--- config.mk ---
export PLATFORM = sky130hd
export DESIGN_NAME = mesh_router_buffered
export DESIGN_NICKNAME = d
export VERILOG_FILES = /design/src/rtl/noc_pkg.sv /design/src/rtl/noc_flit_fifo.sv /design/src/rtl/mesh_router_buffered.sv
export SDC_FILE = /design/constraint.sdc
export NUM_CORES = 1
export LEC_CHECK = 0
export CAP_MARGIN = 30
export CORE_ASPECT_RATIO = 0.75
export CORE_MARGIN = 1.5
export CORE_UTILIZATION = 45
export CTS_CLUSTER_SIZE = 30
export DETAILED_ROUTE_END_ITERATION = 10
export MAX_ROUTING_LAYER = met4
export SYNTH_ARGS = -nofsm -noshare
export SYNTH_HDL_FRONTEND = slang
export SYNTH_SLANG_ARGS = --single-unit
--- constraint.sdc ---
create_clock -name i_clk -period 7.2 [get_ports i_clk]
set_input_delay 1.8 -clock i_clk [delete_from_list [all_inputs] [get_ports i_clk]]
set_output_delay 1.8 -clock i_clk [all_outputs]
set_load 0.005 [all_outputs]
--- src/rtl/noc_pkg.sv ---
// Shared port indices and XY dimension-order routing helpers for the mesh routers.
package noc_pkg;
  localparam int P_LOCAL    = 0;
  localparam int P_WEST     = 1;
  localparam int P_NORTH    = 2;
  localparam int P_EAST     = 3;
  localparam int P_SOUTH    = 4;
  localparam int NUM_PORTS  = 5;
  localparam int MAX_FLIT_W = 64;

  // Destination id lives in the top DEST_W bits of the flit.
  function automatic int unsigned dest_of(input logic [MAX_FLIT_W-1:0] flit,
                                          input int unsigned data_w,
                                          input int unsigned dest_w);
    logic [MAX_FLIT_W-1:0] sh;
    sh = flit >> (data_w - dest_w);
    return sh[31:0] & ((32'd1 << dest_w) - 32'd1);
  endfunction

  function automatic int unsigned col_of(input int unsigned id, input int unsigned mx);
    return id % mx;
  endfunction

  function automatic int unsigned row_of(input int unsigned id, input int unsigned mx);
    return id / mx;
  endfunction

  // One-hot output port; bit 5 flags a destination outside the mesh.
  function automatic logic [5:0] xy_route(input int unsigned own, input int unsigned dest,
                                          input int unsigned mx, input int unsigned my);
    logic [5:0] r;
    r = '0;
    if (dest >= mx * my)                          r[5]       = 1'b1;
    else if (col_of(dest, mx) > col_of(own, mx))  r[P_EAST]  = 1'b1;
    else if (col_of(dest, mx) < col_of(own, mx))  r[P_WEST]  = 1'b1;
    else if (row_of(dest, mx) > row_of(own, mx))  r[P_SOUTH] = 1'b1;
    else if (row_of(dest, mx) < row_of(own, mx))  r[P_NORTH] = 1'b1;
    else                                          r[P_LOCAL] = 1'b1;
    return r;
  endfunction
endpackage

--- src/rtl/noc_flit_fifo.sv ---
// Per-input flit FIFO: power-of-2 depth, wrapping pointers, occupancy count.
module noc_flit_fifo #(
  parameter int DATA_W     = 18,
  parameter int FIFO_DEPTH = 4
) (
  input  logic              i_clk,
  input  logic              i_rst_n,
  input  logic              i_wr,
  input  logic [DATA_W-1:0] i_data,
  input  logic              i_rd,
  output logic [DATA_W-1:0] o_data,
  output logic              o_full,
  output logic              o_empty
);
  localparam int AW = $clog2(FIFO_DEPTH);

  logic [DATA_W-1:0] r_mem [FIFO_DEPTH];
  logic [AW-1:0]     r_wptr, r_rptr;
  logic [AW:0]       r_count;
  logic              w_wr, w_rd;

  // Depth is a power of 2, so the count MSB alone means full.
  assign o_full  = r_count[AW];
  assign o_empty = (r_count == '0);
  assign o_data  = r_mem[r_rptr];
  assign w_wr    = i_wr & ~o_full;
  assign w_rd    = i_rd & ~o_empty;

  always_ff @(posedge i_clk or negedge i_rst_n) begin
    if (!i_rst_n) begin
      r_wptr  <= '0;
      r_rptr  <= '0;
      r_count <= '0;
    end else begin
      if (w_wr) r_wptr <= r_wptr + 1'b1;
      if (w_rd) r_rptr <= r_rptr + 1'b1;
      case ({w_wr, w_rd})
        2'b10:   r_count <= r_count + 1'b1;
        2'b01:   r_count <= r_count - 1'b1;
        default: r_count <= r_count;
      endcase
    end
  end

  always_ff @(posedge i_clk) begin
    if (w_wr) r_mem[r_wptr] <= i_data;
  end
endmodule

--- src/rtl/mesh_router_buffered.sv ---
// 5-port buffered mesh router: input FIFOs, XY routing, per-output round-robin, drop counter.
module mesh_router_buffered
  import noc_pkg::*;
#(
  parameter int DATA_W     = 18,
  parameter int DEST_W     = 5,
  parameter int MESH_X     = 4,
  parameter int MESH_Y     = 4,
  parameter int ROUTER_ID  = 0,
  parameter int FIFO_DEPTH = 4
) (
  input  logic                        i_clk,
  input  logic                        i_rst_n,
  input  logic [NUM_PORTS*DATA_W-1:0] i_data_in,
  input  logic [NUM_PORTS-1:0]        i_req_in,
  output logic [NUM_PORTS-1:0]        o_ack_out,
  output logic [NUM_PORTS*DATA_W-1:0] o_data_out,
  output logic [NUM_PORTS-1:0]        o_req_out,
  input  logic [NUM_PORTS-1:0]        i_ack_in,
  output logic [7:0]                  o_drop_count
);
  logic [NUM_PORTS-1:0][DATA_W-1:0] w_head;
  logic [NUM_PORTS-1:0][5:0]        w_route;
  logic [NUM_PORTS-1:0]             w_full, w_empty, w_push, w_pop, w_drop;
  logic [NUM_PORTS-1:0]             w_gnt [NUM_PORTS];
  logic [2:0]                       w_ndrop;
  logic [8:0]                       w_sum;
  logic                             r_ready;
  logic [7:0]                       r_drop;

  // ack_out stays low until the first edge after reset releases.
  assign o_ack_out    = {NUM_PORTS{r_ready}} & ~w_full;
  assign w_push       = i_req_in & o_ack_out;
  assign o_drop_count = r_drop;

  for (genvar p = 0; p < NUM_PORTS; p++) begin : g_in
    noc_flit_fifo #(.DATA_W(DATA_W), .FIFO_DEPTH(FIFO_DEPTH)) u_fifo (
      .i_clk   (i_clk),
      .i_rst_n (i_rst_n),
      .i_wr    (w_push[p]),
      .i_data  (i_data_in[p*DATA_W +: DATA_W]),
      .i_rd    (w_pop[p]),
      .o_data  (w_head[p]),
      .o_full  (w_full[p]),
      .o_empty (w_empty[p])
    );
    assign w_route[p] = w_empty[p] ? 6'd0 :
      xy_route(ROUTER_ID, dest_of(MAX_FLIT_W'(w_head[p]), DATA_W, DEST_W), MESH_X, MESH_Y);
    assign w_drop[p]  = w_route[p][5];
  end

  // Routes are one-hot, so an input can win at most one output per cycle.
  always_comb begin
    w_pop   = w_drop;
    w_ndrop = '0;
    for (int o = 0; o < NUM_PORTS; o++) w_pop |= w_gnt[o];
    for (int p = 0; p < NUM_PORTS; p++) w_ndrop = w_ndrop + 3'(w_drop[p]);
  end

  assign w_sum = {1'b0, r_drop} + {6'd0, w_ndrop};

  always_ff @(posedge i_clk or negedge i_rst_n) begin
    if (!i_rst_n) begin
      r_ready <= 1'b0;
      r_drop  <= '0;
    end else begin
      r_ready <= 1'b1;
      r_drop  <= w_sum[8] ? 8'hFF : w_sum[7:0];
    end
  end

  for (genvar o = 0; o < NUM_PORTS; o++) begin : g_out
    logic                 w_free;
    logic [NUM_PORTS-1:0] w_g;
    logic [DATA_W-1:0]    w_sel;
    logic [2:0]           w_nxt, w_idx;
    logic                 r_req;
    logic [DATA_W-1:0]    r_data;
    logic [2:0]           r_ptr;

    assign w_free = ~r_req | i_ack_in[o];

    always_comb begin
      w_g   = '0;
      w_idx = '0;
      for (int k = 0; k < NUM_PORTS; k++) begin
        w_idx = 3'((int'(r_ptr) + k) % NUM_PORTS);
        if (w_free && (w_g == '0) && w_route[w_idx][o]) w_g[w_idx] = 1'b1;
      end
    end

    always_comb begin
      w_sel = '0;
      w_nxt = '0;
      for (int p = 0; p < NUM_PORTS; p++) begin
        if (w_g[p]) begin
          w_sel = w_head[p];
          w_nxt = 3'((p + 1) % NUM_PORTS);
        end
      end
    end

    always_ff @(posedge i_clk or negedge i_rst_n) begin
      if (!i_rst_n) begin
        r_req  <= 1'b0;
        r_data <= '0;
        r_ptr  <= '0;
      end else if (w_free) begin
        r_req <= |w_g;
        if (|w_g) begin
          r_data <= w_sel;
          r_ptr  <= w_nxt;
        end
      end
    end

    assign w_gnt[o]                          = w_g;
    assign o_req_out[o]                      = r_req;
    assign o_data_out[o*DATA_W +: DATA_W]    = r_data;
  end
endmodule

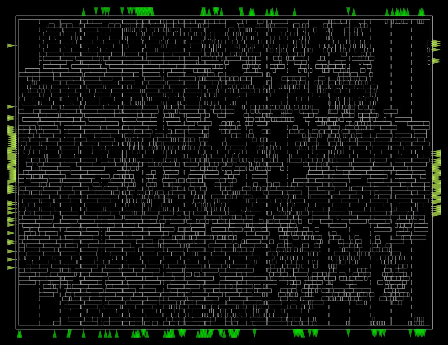
final_placement.png
flip-flop and latch share of the layout cell area: 45.4%
number of cell rows: 75

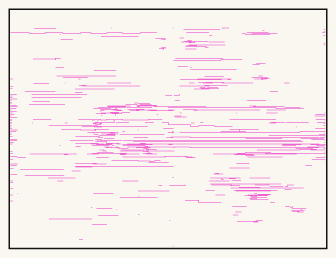
met3.png
share of all routed wire: 8.1%
longest straight run: 169 um
main direction: horizontal
nets with wire on the layer: 290
wire length on this layer: 6020 um

==> run notes <==
yosys + openroad results -> outcome finished clean, setup ws final 0.409 ns, setup-violating endpoint count in the final report 0, chip area from the yosys synthesis statistics 25500 um^2, setup_tns 0 ns, share of flip-flops with an asynchronous set or reset 23.4%, total of clock buffers placed in the layout 63, largest registers g_in.u_fifo.r_mem: 360 flops, g_out.r_data: 54 flops, g_in.u_fifo.r_count: 15 flops, combinational gates 1327, worst reg2reg path startpoint g_out[4].r_ptr[1]$_DFFE_PN0P_, post-place instance area ~28000 um^2, critical path capture point g_in[1].u_fifo.r_count[1]$_DFFE_PN0P_, critical path endpoint category flip-flop, instance count along the most critical hold path 1, Resized cells post-CTS 0, Floorplan Core Area 56000 um^2, # nets final 2394, cell type taking the most area flip-flops and latches, post-synthesis share of cell area spent on and-or and or-and gates 12.4%, Final GP Congestion 0.914, portion of netlist area occupied by mux cells 10.6%, Setup crit start g_out[4].r_ptr[1]$_DFFE_PN0P_, post-route core utilization 53.4%, Worst Setup Slack post-DPL ~0.21 ns, simple logic cell fraction of the synthesized area 12.0%, Port Buf Inserts roughly 170, Post-Synth Adder-Cell Area roughly 5.5%, minimum clock period 6.79 ns, Max Cap Viol 0, number of synthesis warnings 0, Flop area 13600 um^2, DR vias/cell 6.06, register with the most flip-flops g_in.u_fifo.r_mem, max FFs per register 360, leading cell type in the layout, fill and taps excluded sky130_fd_sc_hd__edfxtp_1, Synth Area in XOR/XNOR 2.16%, terminus of the critical flop-to-flop path g_in[1].u_fifo.r_count[1]$_DFFE_PN0P_, cell with the biggest individual delay on the critical path sky130_fd_sc_hd__or4_4, Flop Count about 470, startpoint type of the worst setup path flip-flop, half-perimeter wire length after placement 55.5 mm, fill cell total of the finished layout 4644, via count of the first global-routing pass 17.0k, highest-count cells in the layout ignoring fill and taps sky130_fd_sc_hd__edfxtp_1 (360), sky130_fd_sc_hd__clkdlybuf4s50_1 (168), sky130_fd_sc_hd__nand2_1 (136), multi-input combinational cell area 11100 um^2, met2 global-route usage 36.3%, CP dominant cell by count sky130_fd_sc_hd__ha_1, top logic cell family in the synthesized netlist AND-OR/OR-AND gates, detailed-route via count approximately 18k, hold slack between 0.4 and 0.5 ns, aggregate global routing overflow 0, cell area after technology mapping 25500 um^2, Non-clock buffer share 8.01%, placed cell count 2858, clock sink count 470, clock-cell share of area between 5 and 6%, Tapcells 731, number of storage elements in the synthesis netlist 470, cell total in the yosys stat output slightly below 2k, clock slew seen by the registers of the worst setup and hold paths 0.07 ns, Final Instance Area 29900 um^2, pin count of the biggest net entering global routing ~58
